--- src/rtl/note_player_if.sv ---
// Handshake between the song sequencer and the note player: the player requests
// load/next, the sequencer answers with the current note, its length and a run flag.
interface note_player_if;
  logic [3:0] note;
  logic [1:0] length;
  logic       run;
  logic       load;
  logic       next;

  modport master (output load, output next, input note, input length, input run);
  modport slave  (input load, input next, output note, output length, output run);
endinterface

--- src/rtl/note_player.sv ---
// Note player: requests a song, then plays each note as a square wave (or rest)
// for its coded duration, inserts a silent gap and requests the next note.
module note_player #(
  parameter int unsigned CLK_HZ        = 50_000_000,
  parameter int unsigned UNIT_CYCLES   = 6_250_000,
  parameter int unsigned GAP_CYCLES    = 500_000,
  parameter int unsigned SETTLE_CYCLES = 2
) (
  input  logic          clk,
  input  logic          rst_n,
  input  logic          start_i,
  input  logic          stop_i,
  note_player_if.master seq_if,
  output logic          speaker_o,
  output logic          busy_o
);

  typedef enum logic [2:0] {
    S_IDLE   = 3'd0,
    S_LOAD   = 3'd1,
    S_SETTLE = 3'd2,
    S_PLAY   = 3'd3,
    S_GAP    = 3'd4,
    S_ADV    = 3'd5
  } state_e;

  // Half periods in clock cycles for C4..B4, resolved at elaboration.
  localparam logic [23:0] HP_C4 = 24'(CLK_HZ / (2 * 262));
  localparam logic [23:0] HP_D4 = 24'(CLK_HZ / (2 * 294));
  localparam logic [23:0] HP_E4 = 24'(CLK_HZ / (2 * 330));
  localparam logic [23:0] HP_F4 = 24'(CLK_HZ / (2 * 349));
  localparam logic [23:0] HP_G4 = 24'(CLK_HZ / (2 * 392));
  localparam logic [23:0] HP_A4 = 24'(CLK_HZ / (2 * 440));
  localparam logic [23:0] HP_B4 = 24'(CLK_HZ / (2 * 494));

  localparam logic [31:0] SETTLE_LAST = 32'(SETTLE_CYCLES - 1);
  localparam logic [31:0] GAP_LAST    = 32'(GAP_CYCLES - 1);
  localparam logic [31:0] UNIT_LEN    = 32'(UNIT_CYCLES);

  state_e      state_q, state_d;
  logic [31:0] cnt_q, cnt_d;
  logic [23:0] hp_cnt_q, hp_cnt_d;
  logic [3:0]  note_q, note_d;
  logic [1:0]  len_q, len_d;
  logic        spk_q, spk_d;
  logic        load_q, load_d;
  logic        next_q, next_d;
  logic        busy_q, busy_d;

  logic [23:0] hp_last_s;
  logic        tone_s;
  logic [31:0] play_last_s;

  // Decode the latched note into tone/rest and its half-period terminal count.
  always_comb begin
    tone_s    = 1'b1;
    hp_last_s = 24'd0;
    case (note_q)
      4'd1:    hp_last_s = HP_C4 - 24'd1;
      4'd2:    hp_last_s = HP_D4 - 24'd1;
      4'd3:    hp_last_s = HP_E4 - 24'd1;
      4'd4:    hp_last_s = HP_F4 - 24'd1;
      4'd5:    hp_last_s = HP_G4 - 24'd1;
      4'd6:    hp_last_s = HP_A4 - 24'd1;
      4'd7:    hp_last_s = HP_B4 - 24'd1;
      default: tone_s    = 1'b0;
    endcase
  end

  // Duration codes 0..3 map to 1/2/4/8 units.
  assign play_last_s = (UNIT_LEN << len_q) - 32'd1;

  // Next-state logic; counters default to zero so every exit leaves them cleared.
  always_comb begin
    state_d  = state_q;
    cnt_d    = 32'd0;
    hp_cnt_d = 24'd0;
    note_d   = note_q;
    len_d    = len_q;
    spk_d    = 1'b0;
    if (stop_i) begin
      state_d = S_IDLE;
    end else begin
      case (state_q)
        S_IDLE: begin
          if (start_i) begin
            state_d = S_LOAD;
          end else begin
            state_d = S_IDLE;
          end
        end
        S_LOAD: begin
          state_d = S_SETTLE;
        end
        S_SETTLE: begin
          if (cnt_q == SETTLE_LAST) begin
            if (!seq_if.run) begin
              state_d = S_IDLE;
            end else begin
              note_d  = seq_if.note;
              len_d   = seq_if.length;
              state_d = S_PLAY;
            end
          end else begin
            cnt_d = cnt_q + 32'd1;
          end
        end
        S_PLAY: begin
          if (!seq_if.run) begin
            state_d = S_IDLE;
          end else if (cnt_q == play_last_s) begin
            state_d = S_GAP;
          end else begin
            cnt_d = cnt_q + 32'd1;
            if (tone_s && (hp_cnt_q == hp_last_s)) begin
              spk_d = ~spk_q;
            end else begin
              hp_cnt_d = hp_cnt_q + 24'd1;
              spk_d    = spk_q;
            end
          end
        end
        S_GAP: begin
          if (!seq_if.run) begin
            state_d = S_IDLE;
          end else if (cnt_q == GAP_LAST) begin
            state_d = S_ADV;
          end else begin
            cnt_d = cnt_q + 32'd1;
          end
        end
        S_ADV: begin
          state_d = S_SETTLE;
        end
        default: begin
          state_d = S_IDLE;
        end
      endcase
    end
  end

  // Outputs are registered from the next state so each pulse aligns with its state.
  assign load_d = (state_d == S_LOAD);
  assign next_d = (state_d == S_ADV);
  assign busy_d = (state_d != S_IDLE);

  // State, counters, latched note and registered outputs.
  always_ff @(posedge clk or negedge rst_n) begin
    if (!rst_n) begin
      state_q  <= S_IDLE;
      cnt_q    <= 32'd0;
      hp_cnt_q <= 24'd0;
      note_q   <= 4'd0;
      len_q    <= 2'd0;
      spk_q    <= 1'b0;
      load_q   <= 1'b0;
      next_q   <= 1'b0;
      busy_q   <= 1'b0;
    end else begin
      state_q  <= state_d;
      cnt_q    <= cnt_d;
      hp_cnt_q <= hp_cnt_d;
      note_q   <= note_d;
      len_q    <= len_d;
      spk_q    <= spk_d;
      load_q   <= load_d;
      next_q   <= next_d;
      busy_q   <= busy_d;
    end
  end

  assign seq_if.load = load_q;
  assign seq_if.next = next_q;
  assign speaker_o   = spk_q;
  assign busy_o      = busy_q;

endmodule

--- src/flat_wrapper.sv ---
// flat-port wrapper written by rule: the top's interface ports become plain ports
module note_player_flat 
#(
  parameter int unsigned CLK_HZ        = 50_000_000,
  parameter int unsigned UNIT_CYCLES   = 6_250_000,
  parameter int unsigned GAP_CYCLES    = 500_000,
  parameter int unsigned SETTLE_CYCLES = 2
)
  (clk, rst_n, start_i, stop_i, speaker_o, busy_o, seq_if_load, seq_if_next, seq_if_note, seq_if_length, seq_if_run);
  note_player_if seq_if_i ();
  input  logic clk;
  input  logic rst_n;
  input  logic start_i;
  input  logic stop_i;
  output logic speaker_o;
  output logic busy_o;
  output wire logic [$bits(seq_if_i.load)-1:0] seq_if_load;
  output wire logic [$bits(seq_if_i.next)-1:0] seq_if_next;
  input wire logic [$bits(seq_if_i.note)-1:0] seq_if_note;
  input wire logic [$bits(seq_if_i.length)-1:0] seq_if_length;
  input wire logic [$bits(seq_if_i.run)-1:0] seq_if_run;
  assign seq_if_load = seq_if_i.load;
  assign seq_if_next = seq_if_i.next;
  assign seq_if_i.note = seq_if_note;
  assign seq_if_i.length = seq_if_length;
  assign seq_if_i.run = seq_if_run;
  note_player #(.CLK_HZ(CLK_HZ), .UNIT_CYCLES(UNIT_CYCLES), .GAP_CYCLES(GAP_CYCLES), .SETTLE_CYCLES(SETTLE_CYCLES)) u_core (.clk(clk), .rst_n(rst_n), .start_i(start_i), .stop_i(stop_i), .seq_if(seq_if_i), .speaker_o(speaker_o), .busy_o(busy_o));
endmodule
--- config.mk ---
export PLATFORM = sky130hd
export DESIGN_NAME = note_player_flat
export DESIGN_NICKNAME = d
export VERILOG_FILES = /design/src/rtl/note_player_if.sv /design/src/rtl/note_player.sv /design/src/flat_wrapper.sv
export SDC_FILE = /design/constraint.sdc
export NUM_CORES = 1
export LEC_CHECK = 0
export CAP_MARGIN = 15
export CORE_AREA = 2 2 63 125
export DETAILED_ROUTE_END_ITERATION = 8
export DIE_AREA = 0 0 65 127
export GPL_TIMING_DRIVEN = 0
export PLACE_DENSITY = 0.83
export SKIP_CTS_REPAIR_TIMING = 1
export SLEW_MARGIN = 0
export SYNTH_ARGS = -nofsm -noshare
export SYNTH_HDL_FRONTEND = slang
export SYNTH_SLANG_ARGS = --single-unit
export TNS_END_PERCENT = 5
--- constraint.sdc ---
create_clock -name clk -period 4.45 [get_ports clk]
set_clock_uncertainty 0.1 [all_clocks]
set_input_delay 1.335 -clock clk [delete_from_list [all_inputs] [get_ports clk]]
set_output_delay 1.335 -clock clk [all_outputs]
set_load 0.005 [all_outputs]
==> out/metrics.cfg, run 1 <==
[status]
status=finished, final reports clean

[die]
core_util_floorplan=0.5911

[route]
highest_layer=met4
drt-met1-wl_um=3737
drtIter0Drc=239
wl_per_cell_um=17.79
drc=0

[finish]
clock_area_frac=0.06102
largest_register_ffs=32

[clocking]
htreeDepth=3

[placement]
place.gp.congestion=0.9523

[final_timing]
fin_tns_setup_ns=0
fmax_mhz=340.4
worst_slack_ns=1.512
rsz0062_at_grt=false

[synth]
aoi_share=0.1198
yosysTopAreaCell=dfrtp_1
yosysTopAreaCellShare=0.4050
top_cell=nor2_1

[critical_path]
cp_max_fo=5
crit_type=primary input to flip-flop

[power]
p_leak_nw=1.941

==> run 1: how the worst min path moves through the flow <==
stage	cells after the start	slack, ns	end
final	1	0.42	u_core.cnt_q[0]$_DFF_PN0_
after CTS	1	0.42	u_core.cnt_q[0]$_DFF_PN0_
after floorplan	1	0.37	u_core.cnt_q[0]$_DFF_PN0_
after detailed placement	1	0.41	u_core.cnt_q[0]$_DFF_PN0_
after global placement	1	0.40	u_core.cnt_q[0]$_DFF_PN0_
after global routing	1	0.43	u_core.cnt_q[0]$_DFF_PN0_
==> run 1: through the flow <==
stage               area, µm²  utilization  hold slack [ns]
finish                   4798       0.6653           0.4158
global placement         4508       0.6251           0.4016
detailed placement       4506       0.6247           0.4102
floorplan                4263            -           0.3684
CTS                      4798       0.6653           0.4170
global route             4798       0.6653           0.4329
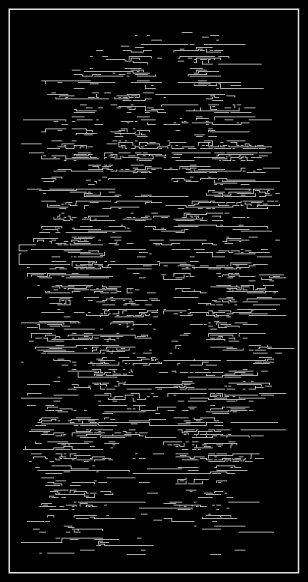
(run_1/met1.png)
The wires run mostly horizontal. The layer carries 3740 µm of wire. The longest straight run is 20.7 µm.
total wire length: 10870 µm
Via Count: 3692
Global Route met1 Usage: 0.2597

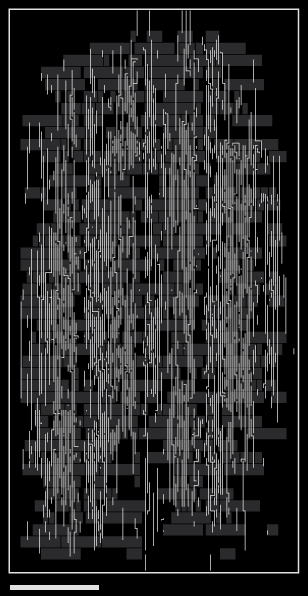
(run_1/met2.png)
Scale bar: 20 µm. Cells faint in the background.
445 nets have wire on it. The layer carries 5810 µm of wire. The wires run mostly vertical. The longest straight run is 54.4 µm.
GR Util met2: 0.5058

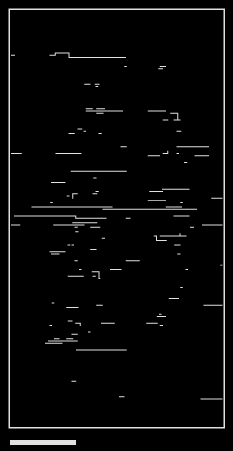
(run_1/met3.png)
Scale bar: 20 µm.
The layer holds 3.5% of the routed length. The layer carries 382 µm of wire. 58 nets have wire on it. The longest straight run is 28.5 µm. The wires run mostly horizontal.

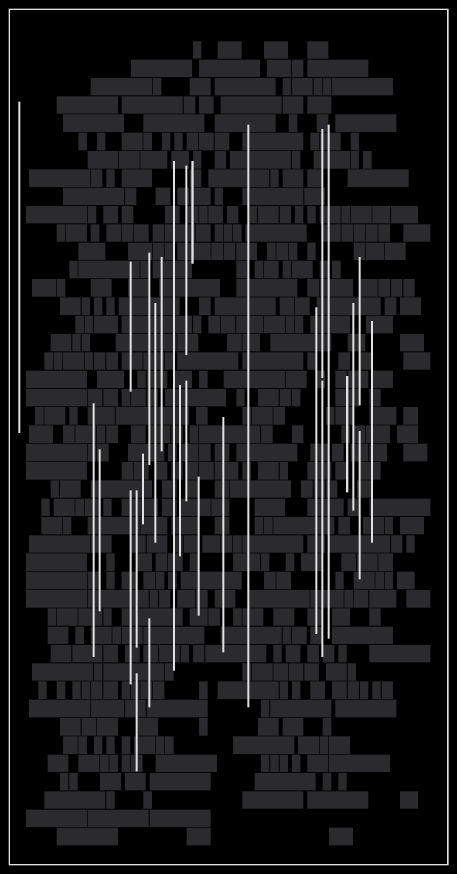
(run_1/met4.png)
Cells faint in the background.
The layer holds 8.7% of the routed length. The wires run mostly vertical. The longest straight run is 86.4 µm. 25 nets have wire on it.

## Run 2: what changed since run 1
==> constraint.sdc (replaced) <==
create_clock -name clk -period 2.75 [get_ports clk]
set_clock_uncertainty 0.1 [all_clocks]
set_input_delay 0.825 -clock clk [delete_from_list [all_inputs] [get_ports clk]]
set_output_delay 0.825 -clock clk [all_outputs]
set_load 0.005 [all_outputs]
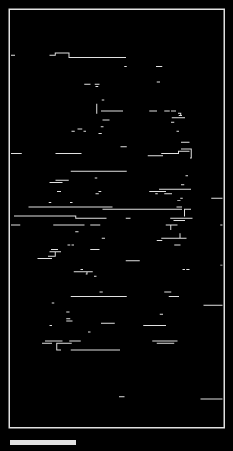
(run_2/met3.png)
Scale bar: 20 µm.
60 nets have wire on it. The layer carries 389 µm of wire. The longest straight run is 25.3 µm. The layer holds 3.6% of the routed length. The wires run mostly horizontal.

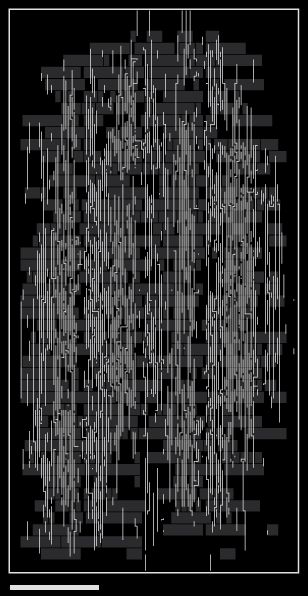
(run_2/met2.png)
Scale bar: 20 µm. Cells faint in the background.
The layer holds 54% of the routed length. 448 nets have wire on it. The layer carries 5860 µm of wire.

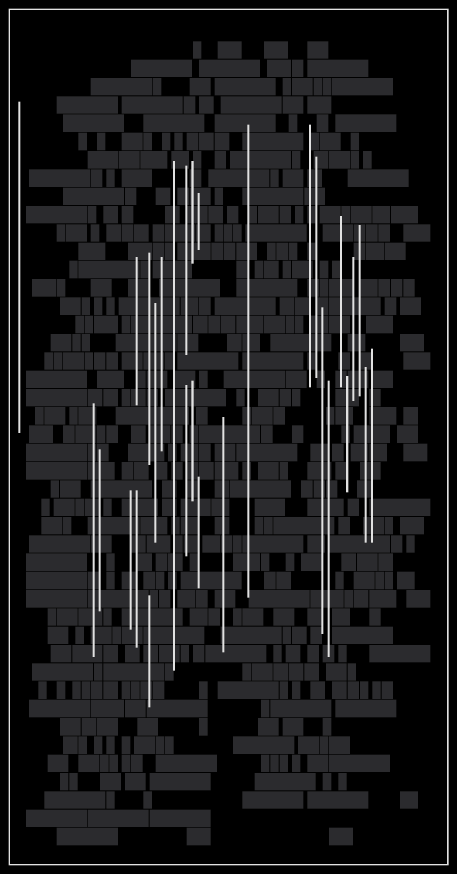
(run_2/met4.png)
Cells faint in the background.
The layer carries 881 µm of wire. The layer holds 8.1% of the routed length. 26 nets have wire on it. The longest straight run is 75.5 µm. The wires run mostly vertical.

==> run 2 against run 1 <==
Critical path depth increased by 2. Combinational power rose by 63%. Clock power rose by 62%. Die size unchanged. Worst setup slack worse by 1.4 ns. Worst hold slack about the same. Via count is 1.4% higher. Largest power group unchanged. Design area is 0.47% higher. Critical path type is now flip-flop to flip-flop. Synthesized area did not move. Sequential power up 61%. Power rose by 62%.
==> out/metrics.cfg, run 2 <==
[synth]
top_cell=nor2_1
yosysTopAreaCell=dfrtp_1
yosysTopAreaCellShare=0.4050  ; unchanged
aoi_share=0.1198  ; unchanged
area_leaders=dfrtp_1, nor2_1, xor2_1

[critical_path]
cp.buffers_inverters=1
crit_type=flip-flop to flip-flop
arrival_ns=2.77
cp_max_fo=10  ; +5

[finish]
final_util=0.6685  ; +0.003122
largest_register_ffs=32  ; unchanged
drive_gt1_frac=0.1056
final_area_um2=4821  ; +0.47%

[placement]
post_dp_cell_area_um2=4506  ; unchanged

[die]
core_region_area_um2=7212

[route]
wl_per_cell_um=17.70  ; -0.45%
wirelength_um=10850  ; -0.13%
vias=3743  ; +1.4%
drtIter0Drc=257  ; +7.5%
drc=0  ; unchanged

[clocking]
clock_latency_ns=0.33
htreeDepth=3  ; unchanged
cts_sinks=69

[status]
status=finished, final reports clean

[run]
warnings=27

[final_timing]
hold_ws_ns=0.4161  ; +0.0002830 ns
fin_tns_setup_ns=0  ; unchanged
worst_slack_ns=0.09738  ; -1.415 ns
fmax_mhz=377.0

[worst_hold_path]
holdPathStages=1  ; unchanged

[global_routing]
antenna_found_initial=0

==> run 2: cell count changes in the layout (fill, tap and decap cells not counted), sizes merged <==
cell  change
buf       +2
==> run 2: cell type report <==
type,instances,area (µm²),share of cell area
well taps,92,115.1,0.02388
plain buffers,25,171.4,0.03556
inverters,17,63.81,0.01324
clock inverters,5,50.05,0.01038
repair buffers,15,142.6,0.02959
flip-flops and latches,69,1727,0.3582
clock buffers,11,242.7,0.05035
multi-input cells,379,2308,0.4788
==> run 2: per-layer routing <==
layer	up-vias	routed length [µm]	track usage
li1	1748	-	-
met1	1781	3727	0.2597
met2	150	5855	0.5088
met3	64	388	0.05194
met4	0	880	0.2466
met5	-	0	0
## Run 3: what changed since run 2
--- a/config.mk
+++ b/config.mk
@@ -10,8 +10,7 @@
 export DETAILED_ROUTE_END_ITERATION = 8
 export DIE_AREA = 0 0 65 127
 export GPL_TIMING_DRIVEN = 0
-export PLACE_DENSITY = 0.83
-export SKIP_CTS_REPAIR_TIMING = 1
+export PLACE_DENSITY = 0.86
 export SLEW_MARGIN = 0
 export SYNTH_ARGS = -nofsm -noshare
 export SYNTH_HDL_FRONTEND = slang
==> constraint.sdc (replaced) <==
create_clock -name clk -period 3.3 [get_ports clk]
set_clock_uncertainty 0.1 [all_clocks]
set_input_delay 0.99 -clock clk [delete_from_list [all_inputs] [get_ports clk]]
set_output_delay 0.99 -clock clk [all_outputs]
set_load 0.005 [all_outputs]
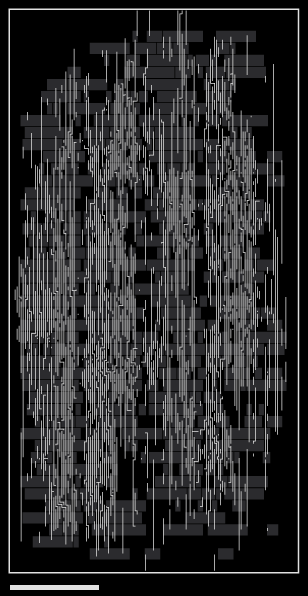
(run_3/met2.png)
Scale bar: 20 µm. Cells faint in the background.
461 nets have wire on it. The longest straight run is 54.1 µm. The layer carries 6090 µm of wire.
GR Util met2: 0.5282
total wire length: 11100 µm
Via Count: 3838

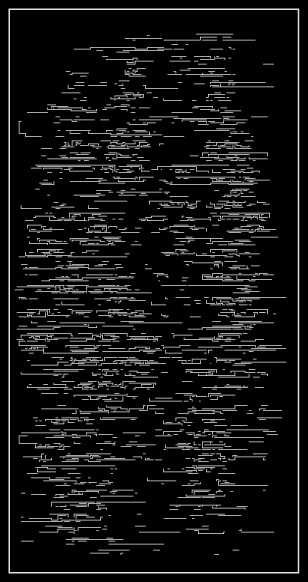
(run_3/met1.png)
The layer holds 34% of the routed length. The layer carries 3800 µm of wire.

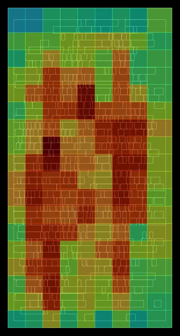
(run_3/final_congestion.png)
Global Route met1 Usage: 0.2955
fin util: 0.6666
met3 usage: 0.04665
wire length per cell: 18.17 µm

==> run 3 against run 2 <==
Global-route usage increased by 1.2 points. Synthesized area unchanged. Routed wire length is 2.3% higher. Fmax is 4.9% lower. Utilization down 0.19 points. Via count increased by 2.5%. Die size unchanged. Register-to-register slack improved by 0.41 ns. First-iteration DRC count grew 25%. Critical endpoint is now u_core.cnt_q[20]$_DFF_PN0_. Clock power shrank about 20%. Highest routed layer unchanged. Count of clock-buffer cells in the layout decreased by 1.
==> out/metrics.cfg, run 3 <==
[finish]
comb_area_share=0.4787  ; about the same
layout.area.comb_um2=2301  ; -0.32%
clockBufferCount=10  ; -1
ff_latch_area_um2=1727  ; unchanged
sh_seq_area=0.3592  ; +0.001025
inverters=17  ; unchanged
logic_gates=379  ; unchanged
ff_count=69  ; unchanged
drive_gt1_frac=0.1002  ; -0.005374
clock_area_frac=0.06273  ; +0.001996
buffers=38  ; -5.0%
largest_register_ffs=32  ; unchanged

[critical_path]
cp.buffers_inverters=1  ; unchanged
crit_type=flip-flop to flip-flop
arrival_ns=2.90  ; +0.13 ns

[route]
drtIter0Drc=320  ; +25%
drt-met1-wl_um=3796  ; +1.9%
wl_met2_um=6092  ; +4.0%
highest_layer=met4

[status]
status=finished, final reports clean

[run]
warnings=27  ; unchanged

[die]
nWellTaps=92  ; unchanged

[final_timing]
fin_tns_setup_ns=0  ; unchanged
hold_ws_ns=0.4240  ; +0.007858 ns

## run 3: cell counts after synthesis
No cell type changed its count.
## run 3: logic make-up (layout without fill, tap and decap cells)
kind of cell,Yosys count,after routing
AOI/OAI and AO/OA,76,76
xor gates and xnor gates,56,56
adders and majority gates,4,4
buffers and inverters,42,71
DFF,69,69
muxes,2,2
and+or+nand+nor,241,241
## run 3: stage by stage
stage	worst slack [ns]	utilization	cell area [µm²]
6_report	0.5119	0.6666	4807
5_1_grt	0.4610	0.6666	4807
4_1_cts	0.5339	0.6666	4807
3_5_place_dp	0.4002	0.6247	4506
3_3_place_gp	-1.068	0.6251	4508
2_1_floorplan	0.9439	-	4263
## run 3: power by group
part	switching (W)	internal, W
Sequential	0.00000723	0.000854
Combinational	0.0000617	0.0000398
Clock	0.000356	0.000603
Total	0.000425	0.00150
Power is estimated from default activity; no workload was simulated.
